## src/rtl/hazard_forward_unit.sv

```systemverilog
// ---------------------------------------------------------------------------
// hazard_forward_unit
//   Forwarding and hazard unit that sits beside decode in the Buraq-mini
//   RV32IM pipeline. It produces a 4-bit operand-select code for each decode
//   source operand. Load-use and MUL/DIV dependences become decode stalls
//   rather than forward codes. A per-register scoreboard tracks results that
//   are still being computed in the multi-cycle unit. When that unit finishes,
//   its result is bypassed to decode in the same cycle.
//
//   Select codes: 1000 EX ALU, 0010 MEM ALU, 0100 MEM load, 0001 WB,
//                 0101 long-op completion bypass, 0000 register file.
//
//   Parameters: NumReadPorts (1..4), RegAddrWidth (register 0 reads as zero)
//   Ports:
//     clk, rst_n               clock, asynchronous active-low reset
//     rs_addr_i / rs_valid_i   decode source addresses / read enables
//     {ex,mem,wb}_we_i/_rd_i   stage write enable / destination
//     ex_load_i, mem_load_i    stage holds a load
//     ex_long_i                EX holds a MUL/DIV that has not issued yet
//     lo_issue_i/_rd_i         long op enters the multi-cycle unit
//     lo_done_i/_rd_i          multi-cycle unit returns its result
//     operand_ctrl_o           per-port select code, port p at [p*4 +: 4]
//     stall_o                  hold PC and IF/ID, inject a bubble into EX
//     lo_busy_o                at least one scoreboard bit is set
//     stall_cnt_o              stall-cycle counter, saturating
//                              (present only with HAZARD_PERF_CNT_EN)
//
//   Optional feature macro: HAZARD_PERF_CNT_EN
// ---------------------------------------------------------------------------

// Per-operand forward select and stall detection
module hfu_port #(
  parameter int RegAddrWidth = 5
) (
  input  logic [RegAddrWidth-1:0]      rs_i,
  input  logic                         valid_i,
  input  logic                         ex_we_i,
  input  logic [RegAddrWidth-1:0]      ex_rd_i,
  input  logic                         ex_load_i,
  input  logic                         ex_long_i,
  input  logic                         mem_we_i,
  input  logic [RegAddrWidth-1:0]      mem_rd_i,
  input  logic                         mem_load_i,
  input  logic                         wb_we_i,
  input  logic [RegAddrWidth-1:0]      wb_rd_i,
  input  logic                         lo_done_i,
  input  logic [RegAddrWidth-1:0]      lo_done_rd_i,
  input  logic [2**RegAddrWidth-1:0]   busy_i,
  output logic [3:0]                   code_o,
  output logic                         stall_o
);
  logic w_rd, w_ex, w_mem, w_wb, w_lo;

  // An operand with address x0 never matches, so it always reads zero
  // from the register file.
  assign w_rd  = valid_i && (rs_i != '0);
  assign w_ex  = w_rd && ex_we_i  && (ex_rd_i  == rs_i);
  assign w_mem = w_rd && mem_we_i && (mem_rd_i == rs_i);
  assign w_wb  = w_rd && wb_we_i  && (wb_rd_i  == rs_i);
  assign w_lo  = w_rd && lo_done_i && (lo_done_rd_i == rs_i);

  always_comb begin
    code_o  = 4'b0000;
    stall_o = 1'b0;
    if (w_ex) begin
      // A load or MUL/DIV result in EX is not ready yet, so stall and
      // emit the register-file code instead of a forward.
      if (ex_load_i || ex_long_i) stall_o = 1'b1;
      else                        code_o  = 4'b1000;
    end else if (w_mem) begin
      code_o = mem_load_i ? 4'b0100 : 4'b0010;
    end else if (w_wb) begin
      code_o = 4'b0001;
    end else if (w_lo) begin
      code_o = 4'b0101;
    end else if (w_rd && busy_i[rs_i]) begin
      // Reached only when no newer in-flight producer forwards this
      // register and the multi-cycle unit has not delivered it.
      stall_o = 1'b1;
    end
  end
endmodule

module hazard_forward_unit #(
  parameter int NumReadPorts = 2,
  parameter int RegAddrWidth = 5
) (
  input  logic                                 clk,
  input  logic                                 rst_n,
  input  logic [NumReadPorts*RegAddrWidth-1:0] rs_addr_i,
  input  logic [NumReadPorts-1:0]              rs_valid_i,
  input  logic                                 ex_we_i,
  input  logic                                 mem_we_i,
  input  logic                                 wb_we_i,
  input  logic [RegAddrWidth-1:0]              ex_rd_i,
  input  logic [RegAddrWidth-1:0]              mem_rd_i,
  input  logic [RegAddrWidth-1:0]              wb_rd_i,
  input  logic                                 ex_load_i,
  input  logic                                 mem_load_i,
  input  logic                                 ex_long_i,
  input  logic                                 lo_issue_i,
  input  logic [RegAddrWidth-1:0]              lo_issue_rd_i,
  input  logic                                 lo_done_i,
  input  logic [RegAddrWidth-1:0]              lo_done_rd_i,
  output logic [NumReadPorts*4-1:0]            operand_ctrl_o,
  output logic                                 stall_o,
  output logic                                 lo_busy_o
`ifdef HAZARD_PERF_CNT_EN
  ,output logic [31:0]                         stall_cnt_o
`endif
);
  localparam int NumRegs = 2**RegAddrWidth;

  logic [NumRegs-1:0]      r_busy;
  logic [NumReadPorts-1:0] w_port_stall;
  logic                    w_waw;

  // Scoreboard. When the same register issues and completes in one cycle,
  // the issue belongs to a newer op, so the later set must win. x0 is never
  // marked busy.
  always_ff @(posedge clk or negedge rst_n) begin
    if (!rst_n) begin
      r_busy <= '0;
    end else begin
      if (lo_done_i)                          r_busy[lo_done_rd_i]  <= 1'b0;
      if (lo_issue_i && lo_issue_rd_i != '0)  r_busy[lo_issue_rd_i] <= 1'b1;
    end
  end

  for (genvar p = 0; p < NumReadPorts; p++) begin : g_port
    hfu_port #(.RegAddrWidth(RegAddrWidth)) u_port (
      .rs_i         (rs_addr_i[p*RegAddrWidth +: RegAddrWidth]),
      .valid_i      (rs_valid_i[p]),
      .ex_we_i      (ex_we_i),
      .ex_rd_i      (ex_rd_i),
      .ex_load_i    (ex_load_i),
      .ex_long_i    (ex_long_i),
      .mem_we_i     (mem_we_i),
      .mem_rd_i     (mem_rd_i),
      .mem_load_i   (mem_load_i),
      .wb_we_i      (wb_we_i),
      .wb_rd_i      (wb_rd_i),
      .lo_done_i    (lo_done_i),
      .lo_done_rd_i (lo_done_rd_i),
      .busy_i       (r_busy),
      .code_o       (operand_ctrl_o[p*4 +: 4]),
      .stall_o      (w_port_stall[p])
    );
  end

  // WAW: an EX write to a register that the multi-cycle unit still owns
  // would be overwritten later by the long result. A same-cycle completion
  // on that register releases it.
  assign w_waw = ex_we_i && (ex_rd_i != '0) && r_busy[ex_rd_i] &&
                 !(lo_done_i && (lo_done_rd_i == ex_rd_i));

  assign stall_o   = (|w_port_stall) | w_waw;
  assign lo_busy_o = |r_busy;

`ifdef HAZARD_PERF_CNT_EN
  logic [31:0] r_stall_cnt;

  always_ff @(posedge clk or negedge rst_n) begin
    if (!rst_n)
      r_stall_cnt <= '0;
    else if (stall_o && (r_stall_cnt != 32'hFFFF_FFFF))
      r_stall_cnt <= r_stall_cnt + 32'd1;
  end

  assign stall_cnt_o = r_stall_cnt;
`endif
endmodule

```

## config.mk

```make
export PLATFORM = sky130hd
export DESIGN_NAME = hazard_forward_unit
export DESIGN_NICKNAME = d
export VERILOG_FILES = /design/src/rtl/hazard_forward_unit.sv
export SDC_FILE = /design/constraint.sdc
export NUM_CORES = 1
export LEC_CHECK = 0
export CORE_MARGIN = 2
export CORE_UTILIZATION = 53
export DETAILED_ROUTE_END_ITERATION = 10
export PLACE_DENSITY_LB_ADDON = 0.12
export SKIP_LAST_GASP = 1
export SYNTH_ARGS = -nofsm -noshare
export SYNTH_HDL_FRONTEND = slang
export SYNTH_SLANG_ARGS = --single-unit
```

## constraint.sdc

```tcl
create_clock -name clk -period 3.3 [get_ports clk]
set_input_delay 0.495 -clock clk [delete_from_list [all_inputs] [get_ports clk]]
set_output_delay 0.495 -clock clk [all_outputs]
set_load 0.02 [all_outputs]
```

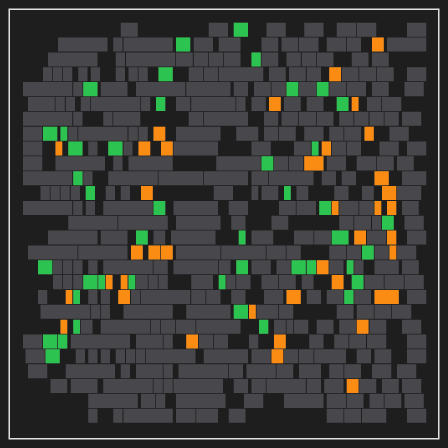
gate_families.png
Key: NAND gates = green [cells 43]; NOR gates = orange [cells 38]
Comb area share: 0.496
most frequently placed logic cell in the final layout: sky130_fd_sc_hd__o21ai_0
count of placed standard cells in the final layout, fillers left out: 483

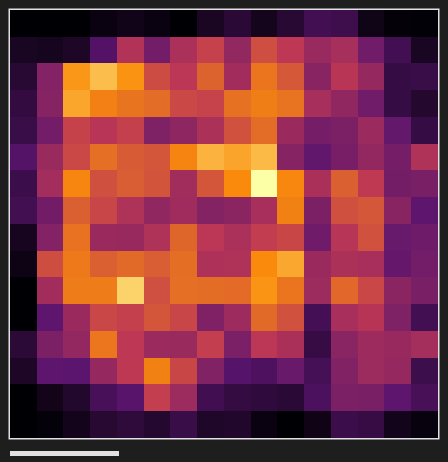
wire_density.png
Scale bar: 20 um. 16 x 16 tiles, from black (low) to pale yellow (high), scaled to the fullest tile. Values are wire area over tile area, all layers added.
32% of the tiles are over half the peak. The mean over all tiles is 0.26. The fullest tile reaches 0.68. 4.7% of the tiles are nearly empty. The densest ninth of the die: center.

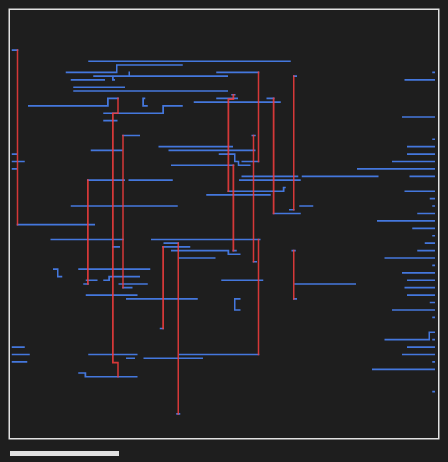
metal_stack.png
Scale bar: 20 um. Only two layers are drawn.
Key: met3 = blue [wire length 711 um]; met4 = red [wire length 327 um]

==> results.txt <==
Implementation results.

The clock root buffer is sky130_fd_sc_hd__clkbuf_8. The simple-gate portion of the synthesized area is 0.186. Per the TritonCTS log, the buffer count is 5.

The synthesis report lists the most area-consuming cells as sky130_fd_sc_hd__dfrtp_1 (27%), sky130_fd_sc_hd__mux4_2 (15%), sky130_fd_sc_hd__o21ai_0 (11%), sky130_fd_sc_hd__xor2_1 (8.4%), sky130_fd_sc_hd__xnor2_1 (5.1%). For this run, the final setup violation count is recorded as 1. For this design the top-level I/O count stands at approximately 57. The pre-antenna-repair detailed-routing pass consisted of 5 iterations. The buffers plus inverters on the worst setup path is 3.

The number of filler instances in the final layout is roughly 380. sky130_fd_sc_hd__dfrtp_1 takes more of the synthesized area than any other cell. Of the total power, the clock network draws 0.254.

The required time reported for the critical path endpoint is between 2 and 3 ns. The worst setup timing slack at the placement stage is -0.459 ns. The leakage component of the power was reported as approximately 0.0017 uW.

The routed layout has ~3100 vias. In the finished design, the share of the clock period the worst path needs comes to 1.01. According to the floorplan report, the placeable core area is roughly 5400 um^2.

Traced cell by cell, the critical path runs through clkdlybuf4s50_1 > buf_6 > mux4_2 > mux4_2 > nand4_1 > o311ai_1 > a311o_1 > clkbuf_2. The checks that failed: negative setup slack. Of all the cell area in the finished design, the clock network holds 0.0308. Looking at the reg2reg group, the worst path starts from r_busy[4]$_DFF_PN0_. Of the post-synthesis cell area, the part taken by muxes is 0.210. The first routing iteration left about 240 violations. Signal nets in the final route climb as high as met4. As logged by OpenROAD, the buffers inserted on ports number between 50 and 60.

In this run, synthesis inferred 0 flip-flops with an integrated enable. STA classifies the critical path endpoint as an output port. The first global-routing pass estimated about 16000 um of wire. The multi-input gate count is around 260. In the detailed route, the total length drawn on met2 is 4940 um. The worst supply voltage drop on vdd is a little under 0.0005 V.

The synthesized instance count is about 310. The cell with the most instances after synthesis is sky130_fd_sc_hd__o21ai_0. The worst-case setup margin in the final layout is -0.0200 ns. Ranked by power, first place goes to sequential cells. The run finished, with violations left. The predominant post-synthesis flop cell is sky130_fd_sc_hd__dfrtp_1. Summed over all nets, wire length on met3 after detailed routing comes to about 710 um.

The initial antenna violation count came to 0. The clock distribution power is roughly 400 uW. The area overhead of the layout relative to synthesis is 39.9%. The depth of the CTS H-tree is 2.
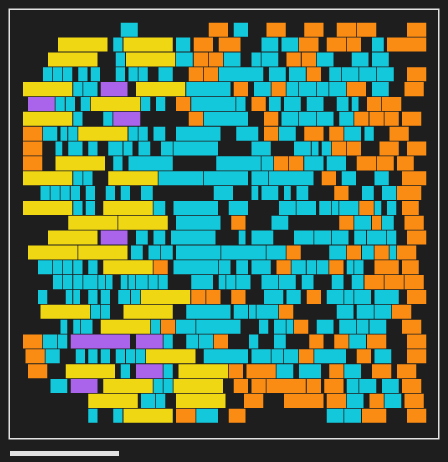
cell_classes.png
Scale bar: 20 um.
Key: all other logic = cyan [cells 257, share of their area 51%]; other buffers and delay cells = orange [cells 114, share of their area 26%]; clock drivers and dummy loads = purple [cells 8, share of their area 3.1%]; flops = yellow [cells 32, share of their area 20%]

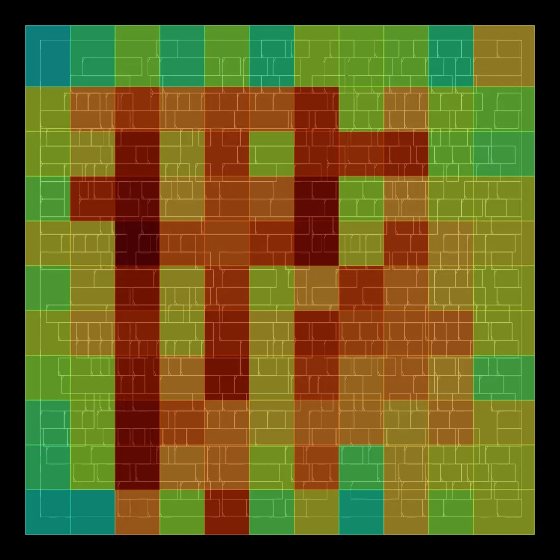
final_congestion.png
layer carrying the most global-route usage: met2
routed length per instance: 20.3 um
met3 Resource Use GR: 0.0460

Power and IR drop assume default switching activity.
